$ cat config.mk
export PLATFORM = sky130hd
export DESIGN_NAME = m_cycle_flat
export DESIGN_NICKNAME = d
export VERILOG_FILES = /design/src/rtl/m_cycle_if.sv /design/src/rtl/m_cycle.sv /design/src/flat_wrapper.sv
export SDC_FILE = /design/constraint.sdc
export NUM_CORES = 1
export LEC_CHECK = 0
export CORE_MARGIN = 4
export CORE_UTILIZATION = 50
export CTS_CLUSTER_SIZE = 10
export DETAILED_ROUTE_END_ITERATION = 8
export MAX_ROUTING_LAYER = met4
export PLACE_DENSITY = 0.71
export SYNTH_ARGS = -nofsm -noshare
export SYNTH_HDL_FRONTEND = slang
export SYNTH_SLANG_ARGS = --single-unit
$ cat constraint.sdc
create_clock -name CLK -period 3.7 [get_ports CLK]
set_input_delay 0.925 -clock CLK [delete_from_list [all_inputs] [get_ports CLK]]
set_output_delay 0.925 -clock CLK [all_outputs]
set_load 0.1 [all_outputs]
$ cat src/rtl/m_cycle_if.sv
// Handshake and operand/result bundle for the m_cycle multiply/divide unit.
interface m_cycle_if #(
  parameter int WIDTH = 4
) ();
  logic             Start;
  logic [1:0]       MCycleOp;
  logic [WIDTH-1:0] Operand1;
  logic [WIDTH-1:0] Operand2;
  logic [WIDTH-1:0] Result1;
  logic [WIDTH-1:0] Result2;
  logic             Busy;

  modport master (
    output Start, MCycleOp, Operand1, Operand2,
    input  Result1, Result2, Busy
  );

  modport slave (
    input  Start, MCycleOp, Operand1, Operand2,
    output Result1, Result2, Busy
  );
endinterface

$ cat src/rtl/m_cycle.sv
// Iterative multiply/divide coprocessor: shift-and-add multiply, restoring
// divide, one bit per cycle on operand magnitudes with sign fix-up at the end.
module m_cycle #(
  parameter int WIDTH = 4
) (
  input  logic      CLK,
  input  logic      RESET,
  m_cycle_if.slave  bus
);

  localparam int CW = $clog2(WIDTH) + 1;

  typedef enum logic {IDLE, COMPUTING} state_t;

  state_t           state, state_nx;
  logic [CW-1:0]    cnt;
  logic [1:0]       op_q;
  logic [WIDTH-1:0] op1_q;   // raw dividend, returned as remainder on divide by zero
  logic [WIDTH-1:0] dv;      // multiplicand or divisor magnitude
  logic [WIDTH-1:0] hi;      // product high half / partial remainder
  logic [WIDTH-1:0] lo;      // multiplier / dividend shifting into quotient
  logic             qneg, rneg;
  logic [WIDTH-1:0] res1, res2;

  logic             s1, s2, last, ge;
  logic [WIDTH-1:0] mag1, mag2;
  logic [WIDTH:0]   sum, sh;
  logic [WIDTH-1:0] diff;
  logic [WIDTH-1:0] hi_nx, lo_nx, res1_nx, res2_nx;
  logic [2*WIDTH-1:0] prod;

  // Operand signs and magnitudes; unsigned ops (MCycleOp[0]=1) never negate.
  always_comb begin
    s1   = ~bus.MCycleOp[0] & bus.Operand1[WIDTH-1];
    s2   = ~bus.MCycleOp[0] & bus.Operand2[WIDTH-1];
    mag1 = s1 ? -bus.Operand1 : bus.Operand1;
    mag2 = s2 ? -bus.Operand2 : bus.Operand2;
  end

  // State register.
  always_ff @(posedge CLK or negedge RESET) begin
    if (!RESET) state <= IDLE;
    else        state <= state_nx;
  end

  // Next-state logic: start from idle, return after WIDTH iterations.
  always_comb begin
    state_nx = state;
    last     = (cnt == CW'(WIDTH - 1));
    case (state)
      IDLE:      if (bus.Start) state_nx = COMPUTING;
      COMPUTING: if (last)      state_nx = IDLE;
      default:   state_nx = IDLE;
    endcase
  end

  // One iteration step plus the sign-corrected result of the final step.
  always_comb begin
    sum     = {1'b0, hi} + (lo[0] ? {1'b0, dv} : '0);
    sh      = {hi, lo[WIDTH-1]};
    ge      = (sh >= {1'b0, dv});
    diff    = sh[WIDTH-1:0] - dv;
    hi_nx   = '0;
    lo_nx   = '0;
    prod    = '0;
    res1_nx = '0;
    res2_nx = '0;
    if (!op_q[1]) begin
      hi_nx = sum[WIDTH:1];
      lo_nx = {sum[0], lo[WIDTH-1:1]};
      prod  = {hi_nx, lo_nx};
      if (qneg) prod = -prod;
      {res2_nx, res1_nx} = prod;
    end else begin
      hi_nx = ge ? diff : sh[WIDTH-1:0];
      lo_nx = {lo[WIDTH-2:0], ge};
      if (dv == '0) begin
        res1_nx = '1;
        res2_nx = op1_q;
      end else begin
        // most-negative / -1 lands on the most-negative quotient naturally
        res1_nx = qneg ? -lo_nx : lo_nx;
        res2_nx = rneg ? -hi_nx : hi_nx;
      end
    end
  end

  // Datapath: latch operands on start, iterate, write results on the last step.
  always_ff @(posedge CLK or negedge RESET) begin
    if (!RESET) begin
      cnt   <= '0;
      op_q  <= '0;
      op1_q <= '0;
      dv    <= '0;
      hi    <= '0;
      lo    <= '0;
      qneg  <= 1'b0;
      rneg  <= 1'b0;
      res1  <= '0;
      res2  <= '0;
    end else if (state == IDLE) begin
      if (bus.Start) begin
        cnt   <= '0;
        op_q  <= bus.MCycleOp;
        op1_q <= bus.Operand1;
        hi    <= '0;
        qneg  <= s1 ^ s2;
        rneg  <= s1;
        dv    <= bus.MCycleOp[1] ? mag2 : mag1;
        lo    <= bus.MCycleOp[1] ? mag1 : mag2;
      end
    end else begin
      cnt <= cnt + CW'(1);
      hi  <= hi_nx;
      lo  <= lo_nx;
      if (last) begin
        res1 <= res1_nx;
        res2 <= res2_nx;
      end
    end
  end

  assign bus.Busy    = (state == COMPUTING);
  assign bus.Result1 = res1;
  assign bus.Result2 = res2;

endmodule

$ cat src/flat_wrapper.sv
// flat-port wrapper written by rule: the top's interface ports become plain ports
module m_cycle_flat 
#(
  parameter int WIDTH = 4
)
  (CLK, RESET, bus_Start, bus_MCycleOp, bus_Operand1, bus_Operand2, bus_Result1, bus_Result2, bus_Busy);
  m_cycle_if #(.WIDTH(WIDTH)) bus_i ();
  input  logic CLK;
  input  logic RESET;
  input wire logic [$bits(bus_i.Start)-1:0] bus_Start;
  input wire logic [$bits(bus_i.MCycleOp)-1:0] bus_MCycleOp;
  input wire logic [$bits(bus_i.Operand1)-1:0] bus_Operand1;
  input wire logic [$bits(bus_i.Operand2)-1:0] bus_Operand2;
  output wire logic [$bits(bus_i.Result1)-1:0] bus_Result1;
  output wire logic [$bits(bus_i.Result2)-1:0] bus_Result2;
  output wire logic [$bits(bus_i.Busy)-1:0] bus_Busy;
  assign bus_i.Start = bus_Start;
  assign bus_i.MCycleOp = bus_MCycleOp;
  assign bus_i.Operand1 = bus_Operand1;
  assign bus_i.Operand2 = bus_Operand2;
  assign bus_Result1 = bus_i.Result1;
  assign bus_Result2 = bus_i.Result2;
  assign bus_Busy = bus_i.Busy;
  m_cycle #(.WIDTH(WIDTH)) u_core (.CLK(CLK), .RESET(RESET), .bus(bus_i));
endmodule
==> notes.md <==
Physical implementation

The most critical hold endpoint after final layout shows a slack of 0.475 ns. The number of buffers created by CTS is 5. The final standard cell utilization of the core is 60.0%. Measured in cells, the most critical reg-to-reg path has a length of 9.

The stage-log warning count is 26. The share of cells above drive strength 1 is 8.56%. The fraction of area in multi-input gates is 53.3%. The count of pins over their slew limit is 0. The critical path depth is 1. The final critical-path setup slack is 1.01 ns. Per the OpenROAD floorplan log, the width of the die is 76.9 µm. Synthesis produced a netlist whose cell count is 275.

After the last flow step, the layout net total stands at 320. STA classifies the critical path startpoint as a register. The flow ran to the end, and the final reports show no timing, DRC or antenna violations. The detailed router finished its first iteration with 126 violations. The endpoint of the worst hold path is u_core.bus.Result2[0].

The final count of negative-setup-slack endpoints is 0. The hold buffer count at cts is 0. The share of synthesized cell area in and-or and or-and compound cells is 19.1%. The global route stage reports its total congestion overflow as 0. The transition time recorded at the tightest slew-check pin is 0.967 ns. The initial antenna violation count was 0. The chip occupies 0.00591 mm². For this run, combinational gates with multiple inputs come to 210.

Yosys printed 0 warnings. The adder and majority cell fraction of the synthesized area is 9.08%. The non-clock inverters instantiated in the layout total 20. The critical path arrival is 1.77 ns. After layout the signal buffers, clock cells excluded, come to 8.20% of cell area.

The capture point of the critical path is bus_Result1[3]. The share of the core area taken by cells at floorplan is 53.0%. For this design, Yosys synthesis ends with a cell count of 275. The number of placement rows is 24. The proportion of synthesized flip-flops having asynchronous set or reset is 100%. Of the combinational cells, the family taking the most area is AND-OR/OR-AND gates. Static timing analysis puts the maximum clock frequency at 371 MHz. In the post-synthesis netlist, the biggest area contributors are dfrtp_1 (33%), ha_1 (7.4%), o21ai_0 (4.6%). Ranking logic cells in the layout by count gives the top entries dfrtp_1 (31), nand2_1 (29), nor2_1 (27). The sequential cells in the finished layout cover a total of 776 µm². The count of buffers added on input and output ports is 21. The largest cell class by area is combinational gates. The relative area of clock buffers and inverters in the final design is 4.38%. The die height is 76.9 µm. The total placed cells including tap cells is 336. CTS placed an instance of clkbuf_8 at the clock tree root. Per Yosys stat, the portion of area used by sequential elements is 32.7%. The detailed-routed wire length on met3 is 273 µm. In this run, the synthesized area fraction spent on xor and xnor cells is recorded as 5.49%. The clock net in this run drives a total of 31 sinks. The cell area that synthesis handed to floorplanning was 0.00237 mm².

The most popular library cell in the synthesized design by count is dfrtp_1. The count of fill cells added during filler insertion is 398.

The worst setup path is of the reg2out kind. The combinational cell area excluding buffers and inverters is 0.00143 mm². The critical register-to-register path startpoint is u_core.hi[0]. Tap insertion was completed with 52 tapcells. Timing analysis after detailed placement gives a worst setup slack of 1.04 ns.

The routability congestion estimate from global placement is 0.904. The sum of buffers and inverters on the critical path is 1.

The post-route DRC violation count is 0. The required time at the endpoint of the critical path is 2.77 ns. During I/O placement, the number of pins put on the boundary was 22.

The tally of clock buffers in the finished layout is 6. Wire segments on met2 add up to 2.45 mm in the final route. The largest total area in the synthesized netlist belongs to dfrtp_1. When the netlist entered floorplanning its net count stood at 304.

The slowest cell on the critical path is clkdlybuf4s50_1. The antenna diode count is 0. The class of the most critical hold timing path is reg2reg.

The post-CTS clock slew at the launch and capture registers of the worst setup and hold paths is 0.07 ns. The count of cell types in the netlist is 55. The delay of the slowest cell on the worst path is 1.13 ns.

The run reported a max-capacitance violation count of 0. The worst reg2reg path endpoint is u_core.bus.Result2[3]. According to the timing report, the critical path is launched from u_core.bus.Result1[3].

The fraction of synthesized cell area taken by the top area cell type is 32.7%. The post-place instance area is 0.00257 mm². Walking the worst path, the cells encountered are clkdlybuf4s50_1. The total of flip-flops plus latches after synthesis is 31. The worst-case headroom to the max-slew limit is 35.3%. The global routing stage identified its most utilized layer as met2. There are 31 flip-flops and latches.

The final period utilization is 72.8%. The via density per instance is 5.74.

The final standard cell count with taps included and fillers excluded is 344. The number of global-route vias before repair came to 1,855. Post-synth the commonest register cell is dfrtp_1. Per the timing report, the biggest fanout along the worst path comes to 2. The area recorded from the Yosys report for this design is 0.00237 mm². Setup repair after global routing left no endpoint under its margin. The area growth from synthesis to layout is 13.2%. After clock tree synthesis, the setup repair step added 0 buffers. Per the synthesis report, the simple-gate share of the synthesized area is 18.7%. The maximum clock skew at final layout is 0.00359 ns. The final design area excluding fillers is 0.00269 mm².

The clock tree from TritonCTS is done. Grouping stages by cell kind, the critical path spends the most delay in buffers and inverters. The H-tree generated during clock tree synthesis spans 2 levels. The insertion delay at the late pin of the worst-skew pair is 0.28 ns. The hold violation total from the final report is 0. The total of plain and repair buffers excluding clock buffers is 23. For this run, the detailed router's first-pass iteration total came to 4. The top cell type in the final layout, fill and taps aside, is dfrtp_1. The worst-case register-to-register setup slack is 1.05 ns. The total area inside the core boundary comes to 0.00447 mm².

The sort of element at the end of the critical path is an output pin. The highest metal layer carrying signal wires in the routed design is met4. The number of synthesized flops with an enable pin is 0.

The first global-routing pass estimated 8.87 mm of wire. Once the clock tree was built, the resizer swapped 0 gates to a different size. According to the dpl log, the detail-placed design has an HPWL of 4.07 mm. The worst path in the final design needs a cycle of 2.69 ns, including I/O delays and setup.

The detailed-routing wirelength on met1 is 2.48 mm. The final-layout setup total negative slack is 0 ns.
Fig. 1: the metal 1 layer
Cells faint in the background.
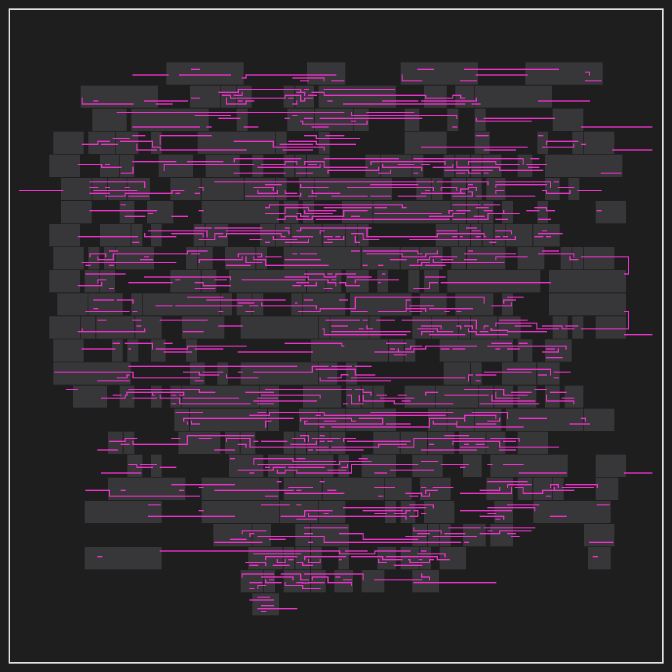
nets with wire on the layer: 293
main direction: horizontal
met1 track demand over resource: 24.9%
via count: 1,976
Final Routed Wirelength: 5.26 mm

Fig. 2: M2 wires
Bar = 20 µm.
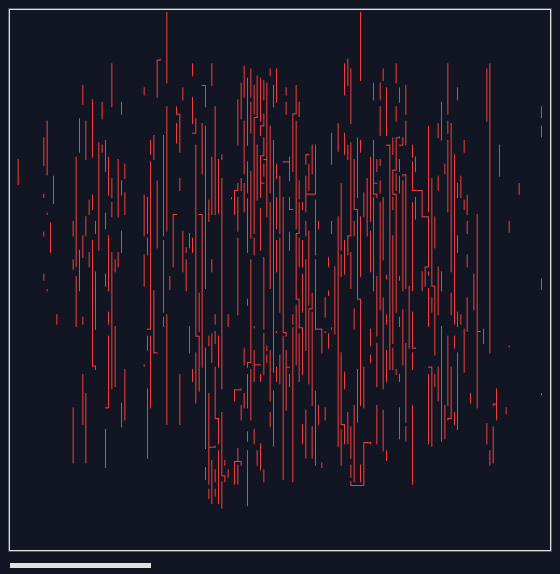
wire length on this layer: 2,450 µm
longest straight run: 41.1 µm
share of all routed wire: 47%
met2 track demand over resource in global routing: 30.7%

Fig. 3: metal 3
Bar = 20 µm.
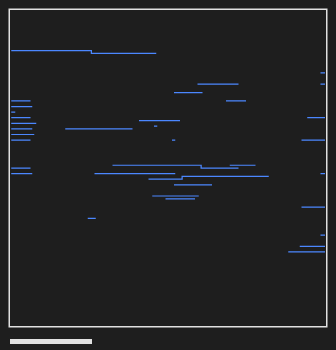
longest straight run: 21.4 µm
nets with wire on the layer: 30
wire length on this layer: 273 µm
share of all routed wire: 5.2%
main direction: horizontal
met3 Usage GRT: 4.33%

Fig. 4: wire density map
Bar = 20 µm. The die is cut into 15 by 15 equal tiles; dark purple is low, yellow is high, scaled to the fullest tile. Values are wire area over tile area, all layers added.
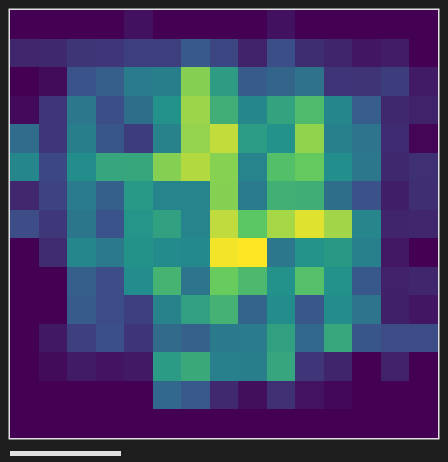
nearly empty tiles: 22%
fullest tile: 0.48
densest ninth of the die: centre
mean over tiles: 0.14
tiles over half the peak: 21%
emptiest ninth of the die: lower left
total routing resource utilization after global routing: 19.5%
Wirelength per Cell: 15.3 µm

